===== config.mk =====
export PLATFORM = sky130hd
export DESIGN_NAME = usb_rx_packetizer
export DESIGN_NICKNAME = d
export VERILOG_FILES = /design/src/rtl/usb_rx_packetizer_pkg.sv /design/src/rtl/usb_nrzi_unstuff.sv /design/src/rtl/usb_rx_packetizer.sv
export SDC_FILE = /design/constraint.sdc
export NUM_CORES = 1
export LEC_CHECK = 0
export CAP_MARGIN = 5
export CORE_UTILIZATION = 55
export CTS_CLUSTER_DIAMETER = 30
export DETAILED_ROUTE_END_ITERATION = 6
export PLACE_DENSITY = 0.81
export SYNTH_ARGS = -nofsm -noshare
export SYNTH_HDL_FRONTEND = slang
export SYNTH_SLANG_ARGS = --single-unit
export TNS_END_PERCENT = 50

===== constraint.sdc =====
create_clock -name clk -period 3.9 [get_ports clk]
set_input_delay 0.975 -clock clk [delete_from_list [all_inputs] [get_ports clk]]
set_output_delay 0.975 -clock clk [all_outputs]
set_load 0.02 [all_outputs]

===== src/rtl/usb_rx_packetizer_pkg.sv =====
// Shared types and constants for the low-speed USB receive packetizer.
package usb_rx_packetizer_pkg;

  // Retimed line state from the CDR, encoded as {D+, D-}.
  // Low-speed J is D- high; K is D+ high.
  typedef enum logic [1:0] {
    D_SE0 = 2'b00,
    D_J   = 2'b01,
    D_K   = 2'b10,
    D_SE1 = 2'b11
  } d_port_t;

  typedef enum logic [1:0] {
    ERR_SYNC  = 2'd0,
    ERR_STUFF = 2'd1,
    ERR_ALIGN = 2'd2,
    ERR_LINE  = 2'd3
  } rx_err_t;

  // Receiver states kept as plain constants so older tools can consume them.
  typedef logic [2:0] rx_state_t;
  localparam rx_state_t ST_IDLE  = 3'd0;
  localparam rx_state_t ST_SYNC  = 3'd1;
  localparam rx_state_t ST_DATA  = 3'd2;
  localparam rx_state_t ST_EOP   = 3'd3;
  localparam rx_state_t ST_ERROR = 3'd4;

  // Six consecutive ones force a stuffed zero.
  localparam int unsigned STUFF_LIMIT    = 6;
  // A full SYNC carries seven zeros; more than that is not a SYNC.
  localparam int unsigned SYNC_MAX_ZEROS = 7;

  // True for the two differential data levels.
  function automatic logic is_jk(input d_port_t v);
    return (v == D_J) || (v == D_K);
  endfunction

endpackage


===== src/rtl/usb_nrzi_unstuff.sv =====
// NRZI decoder and bit-unstuffer. Tracks the previous differential level and
// the current run of decoded ones, and flags which data bits are real.
module usb_nrzi_unstuff
  import usb_rx_packetizer_pkg::*;
(
  input  logic    clk,
  input  logic    reset,
  input  logic    strobe_i,
  input  d_port_t d_i,
  input  logic    clear_i,
  input  logic    data_en_i,
  output logic    bit_o,
  output logic    bit_valid_o,
  output logic    stuff_err_o
);

  d_port_t    prev_q, prev_d;
  logic [2:0] ones_q, ones_d;
  logic       line_jk;
  logic       stuff_slot;

  // Decode the current level and classify it as data, stuffed bit or violation.
  always_comb begin
    line_jk     = is_jk(d_i);
    bit_o       = (d_i == prev_q);
    stuff_slot  = (ones_q == 3'(STUFF_LIMIT));
    bit_valid_o = strobe_i & data_en_i & line_jk & ~stuff_slot;
    stuff_err_o = strobe_i & data_en_i & line_jk & stuff_slot & bit_o;
  end

  // Next previous-level and ones-run; the SYNC's closing one seeds the run at 1.
  always_comb begin
    prev_d = prev_q;
    ones_d = ones_q;
    if (strobe_i) begin
      if (line_jk) begin
        prev_d = d_i;
      end
      if (clear_i) begin
        ones_d = 3'd1;
      end else if (data_en_i && line_jk) begin
        if (stuff_slot) begin
          ones_d = 3'd0;
        end else if (bit_o) begin
          ones_d = ones_q + 3'd1;
        end else begin
          ones_d = 3'd0;
        end
      end
    end
  end

  // State registers; the line idles in J.
  always_ff @(posedge clk or negedge reset) begin
    if (!reset) begin
      prev_q <= D_J;
      ones_q <= 3'd0;
    end else begin
      prev_q <= prev_d;
      ones_q <= ones_d;
    end
  end

endmodule


===== src/rtl/usb_rx_packetizer.sv =====
// Low-speed USB receive packetizer: SYNC detection, NRZI decode with
// unstuffing, LSB-first byte assembly and EOP/error reporting.
//
// state    | meaning
// ST_IDLE  | bus idle, waiting for the first K of SYNC
// ST_SYNC  | counting SYNC zeros, waiting for the closing one
// ST_DATA  | assembling data bytes
// ST_EOP   | SE0 seen, waiting for the J that closes the packet
// ST_ERROR | receive error, waiting for a run of idle J
module usb_rx_packetizer
  import usb_rx_packetizer_pkg::*;
#(
  parameter int unsigned SYNC_MIN_ZEROS = 4,
  parameter int unsigned IDLE_J_COUNT   = 8
) (
  input  logic       clk,
  input  logic       reset,
  input  d_port_t    d,
  input  logic       strobe,
  output logic [7:0] rx_data,
  output logic       rx_valid,
  output logic       rx_active,
  output logic       rx_eop,
  output logic       rx_error,
  output rx_err_t    rx_err_code
);

  localparam int unsigned JW = $clog2(IDLE_J_COUNT + 1);

  rx_state_t  state_q, state_d;
  logic [2:0] zero_q, zero_d;
  logic [2:0] bit_cnt_q, bit_cnt_d;
  logic [1:0] se0_q, se0_d;
  logic [JW-1:0] jcnt_q, jcnt_d;
  logic [7:0] data_q, data_d;
  logic       valid_q, valid_d;
  logic       active_q, active_d;
  logic       eop_q, eop_d;
  logic       error_q, error_d;
  rx_err_t    err_code_q, err_code_d;

  logic       dec_bit;
  logic       bit_valid;
  logic       stuff_err;
  logic       sync_done;
  logic       raise_err;
  rx_err_t    err_sel;

  usb_nrzi_unstuff u_nrzi_unstuff (
    .clk        (clk),
    .reset      (reset),
    .strobe_i   (strobe),
    .d_i        (d),
    .clear_i    (sync_done),
    .data_en_i  (state_q == ST_DATA),
    .bit_o      (dec_bit),
    .bit_valid_o(bit_valid),
    .stuff_err_o(stuff_err)
  );

  // Receive FSM: every transition happens on a strobe; pulses default low.
  always_comb begin
    state_d    = state_q;
    zero_d     = zero_q;
    bit_cnt_d  = bit_cnt_q;
    se0_d      = se0_q;
    jcnt_d     = jcnt_q;
    data_d     = data_q;
    active_d   = active_q;
    err_code_d = err_code_q;
    valid_d    = 1'b0;
    eop_d      = 1'b0;
    error_d    = 1'b0;
    sync_done  = 1'b0;
    raise_err  = 1'b0;
    err_sel    = ERR_SYNC;

    if (strobe) begin
      case (state_q)
        ST_IDLE: begin
          if (d == D_K) begin
            state_d = ST_SYNC;
            zero_d  = 3'd1;
          end
        end

        ST_SYNC: begin
          if (!is_jk(d)) begin
            raise_err = 1'b1;
            err_sel   = ERR_SYNC;
          end else if (!dec_bit) begin
            if (zero_q == 3'(SYNC_MAX_ZEROS)) begin
              raise_err = 1'b1;
              err_sel   = ERR_SYNC;
            end else begin
              zero_d = zero_q + 3'd1;
            end
          end else if (zero_q >= 3'(SYNC_MIN_ZEROS)) begin
            state_d   = ST_DATA;
            active_d  = 1'b1;
            bit_cnt_d = 3'd0;
            sync_done = 1'b1;
          end else begin
            raise_err = 1'b1;
            err_sel   = ERR_SYNC;
          end
        end

        ST_DATA: begin
          if (d == D_SE0) begin
            state_d = ST_EOP;
            se0_d   = 2'd1;
          end else if (d == D_SE1) begin
            raise_err = 1'b1;
            err_sel   = ERR_LINE;
          end else if (stuff_err) begin
            raise_err = 1'b1;
            err_sel   = ERR_STUFF;
          end else if (bit_valid) begin
            data_d    = {dec_bit, data_q[7:1]};
            bit_cnt_d = bit_cnt_q + 3'd1;
            valid_d   = (bit_cnt_q == 3'd7);
          end
        end

        ST_EOP: begin
          case (d)
            D_SE0: begin
              if (se0_q == 2'd2) begin
                raise_err = 1'b1;
                err_sel   = ERR_LINE;
              end else begin
                se0_d = se0_q + 2'd1;
              end
            end
            D_J: begin
              if (bit_cnt_q == 3'd0) begin
                eop_d    = 1'b1;
                active_d = 1'b0;
                state_d  = ST_IDLE;
              end else begin
                raise_err = 1'b1;
                err_sel   = ERR_ALIGN;
              end
            end
            default: begin
              raise_err = 1'b1;
              err_sel   = ERR_LINE;
            end
          endcase
        end

        ST_ERROR: begin
          if (d == D_J) begin
            if (jcnt_q == JW'(IDLE_J_COUNT - 1)) begin
              state_d = ST_IDLE;
              jcnt_d  = '0;
            end else begin
              jcnt_d = jcnt_q + 1'b1;
            end
          end else begin
            jcnt_d = '0;
          end
        end

        default: state_d = ST_IDLE;
      endcase

      // A misaligned EOP still ends on idle J, so it returns straight to IDLE.
      if (raise_err) begin
        error_d    = 1'b1;
        err_code_d = err_sel;
        active_d   = 1'b0;
        jcnt_d     = '0;
        state_d    = (err_sel == ERR_ALIGN) ? ST_IDLE : ST_ERROR;
      end
    end
  end

  // FSM, counters, shift register and registered status pulses.
  always_ff @(posedge clk or negedge reset) begin
    if (!reset) begin
      state_q    <= ST_IDLE;
      zero_q     <= 3'd0;
      bit_cnt_q  <= 3'd0;
      se0_q      <= 2'd0;
      jcnt_q     <= '0;
      data_q     <= 8'd0;
      valid_q    <= 1'b0;
      active_q   <= 1'b0;
      eop_q      <= 1'b0;
      error_q    <= 1'b0;
      err_code_q <= ERR_SYNC;
    end else begin
      state_q    <= state_d;
      zero_q     <= zero_d;
      bit_cnt_q  <= bit_cnt_d;
      se0_q      <= se0_d;
      jcnt_q     <= jcnt_d;
      data_q     <= data_d;
      valid_q    <= valid_d;
      active_q   <= active_d;
      eop_q      <= eop_d;
      error_q    <= error_d;
      err_code_q <= err_code_d;
    end
  end

  assign rx_data     = data_q;
  assign rx_valid    = valid_q;
  assign rx_active   = active_q;
  assign rx_eop      = eop_q;
  assign rx_error    = error_q;
  assign rx_err_code = err_code_q;

endmodule


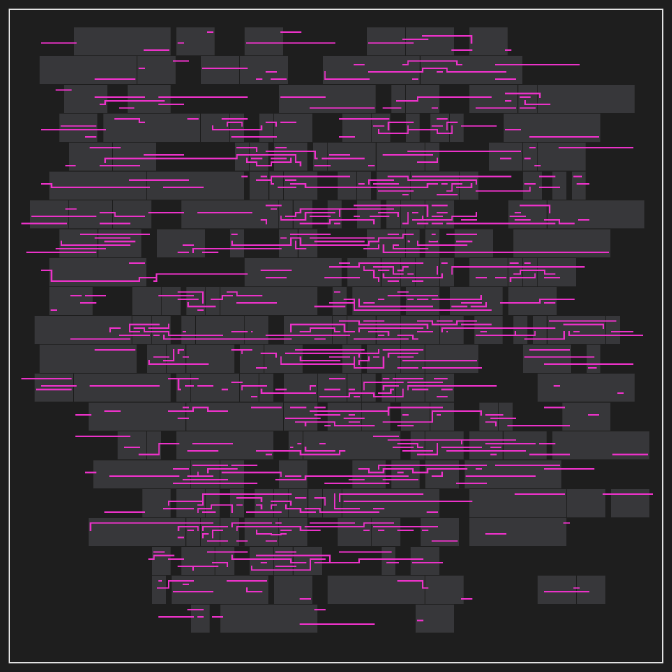
met1.png
211 nets have wire on it. The wires run mostly horizontal. The longest straight run is 21.2 um. The layer holds 42% of the routed length.
routing usage on met1: 26.94%
total routed wirelength: 3.744 mm
via count of the routed design: 1529

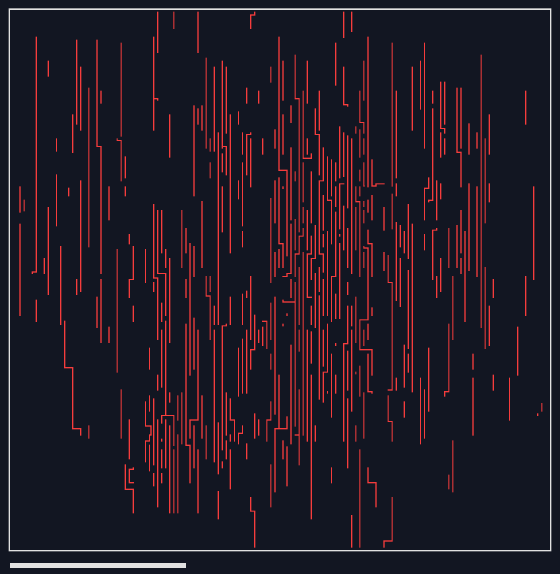
met2.png
Bar = 20 um.
The layer holds 51% of the routed length. The layer carries 1900 um of wire.
GR Layer Usage met2: 38.35%

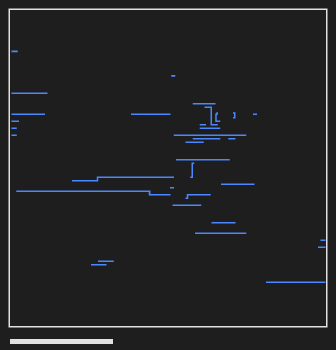
met3.png
Bar = 20 um.
The wires run mostly horizontal. The layer holds 4.8% of the routed length. The layer carries 179 um of wire. The longest straight run is 25.8 um.
global-route track usage on met3: 5.882%

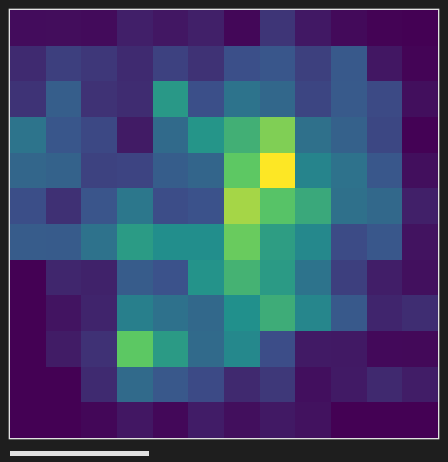
wire_density.png
Bar = 20 um. 12 x 12 tiles, from dark purple (low) to yellow (high), scaled to the fullest tile. Values are wire area over tile area, all layers added.
11% of the tiles are nearly empty. The fullest tile reaches 0.66. 13% of the tiles are over half the peak.

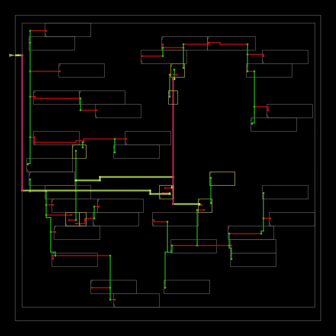
final_clocks.png
Clk. pwr: 0.198 mW
clock latency at the later pin of the worst-skew pair: 0.33 ns
flop count: 34
clock buffers: 7
total clock buffers created by CTS: 5

==> out/metrics.cfg <==
[critical_path]
r2r-start=state_q[1]
critPathSlowestCell=sky130_fd_sc_hd__clkdlybuf4s50_1
critical_path_class=input pin to register
timing.critical_path.depth=8
reg2reg_setup_slack_ns=1.67
ff2ff_path_depth=4
critPathRequiredTime_ns=4.12

[power]
power_leakage_nw=1.036
largestPowerGroup=registers
fin_total_pwr_mw=1.395
p_comb_share_pct=42.6

[status]
outcome=complete, no violations

[floorplanning]
fp-row-count=21
core-area_mm2=0.003363
die_span_in_x_um=61.42

[layout]
logic_gates=137
number_of_non_clock_buffers=20
final_area_mm2=0.002222
final_cell_mix=33 x sky130_fd_sc_hd__dfrtp_1, 18 x sky130_fd_sc_hd__nand2_1, 18 x sky130_fd_sc_hd__clkdlybuf4s50_1
largest_register_ff_count=8
clk_share_pct=2.703

[yosys]
count_of_library_flops_with_an_enable_pin=0
ys.warnings.count=0
common_cells=33 x sky130_fd_sc_hd__dfrtp_1, 18 x sky130_fd_sc_hd__nand2_1, 16 x sky130_fd_sc_hd__inv_1, 14 x sky130_fd_sc_hd__ha_1
synth-async-reset-ratio_pct=100.0
postSynthAreaPerCell_um2=10.01
synthSimpleGateAreaFrac_pct=17.65

[final_timing]
max-slew-margin-rel_pct=64.56
period_needed_ns=3.057
finalWorstSetupSlack_ns=0.8429

[placement]
routability_cong=0.9425
port-buffer-count=18

[clocking]
post_cts_hold_buffer_count=0

[worst_hold_path]
hold_path_end=u_nrzi_unstuff.prev_q[0]
min_path_type=register to register
whs_path_depth=2

[grt]
initial_antenna_violation_count=0
wire_length_of_the_first_global_routing_pass_mm=6.223
grtUsageTotal_pct=22.97

[run]
cap_viol_max_count=0

Power is estimated from default activity; no workload was simulated.
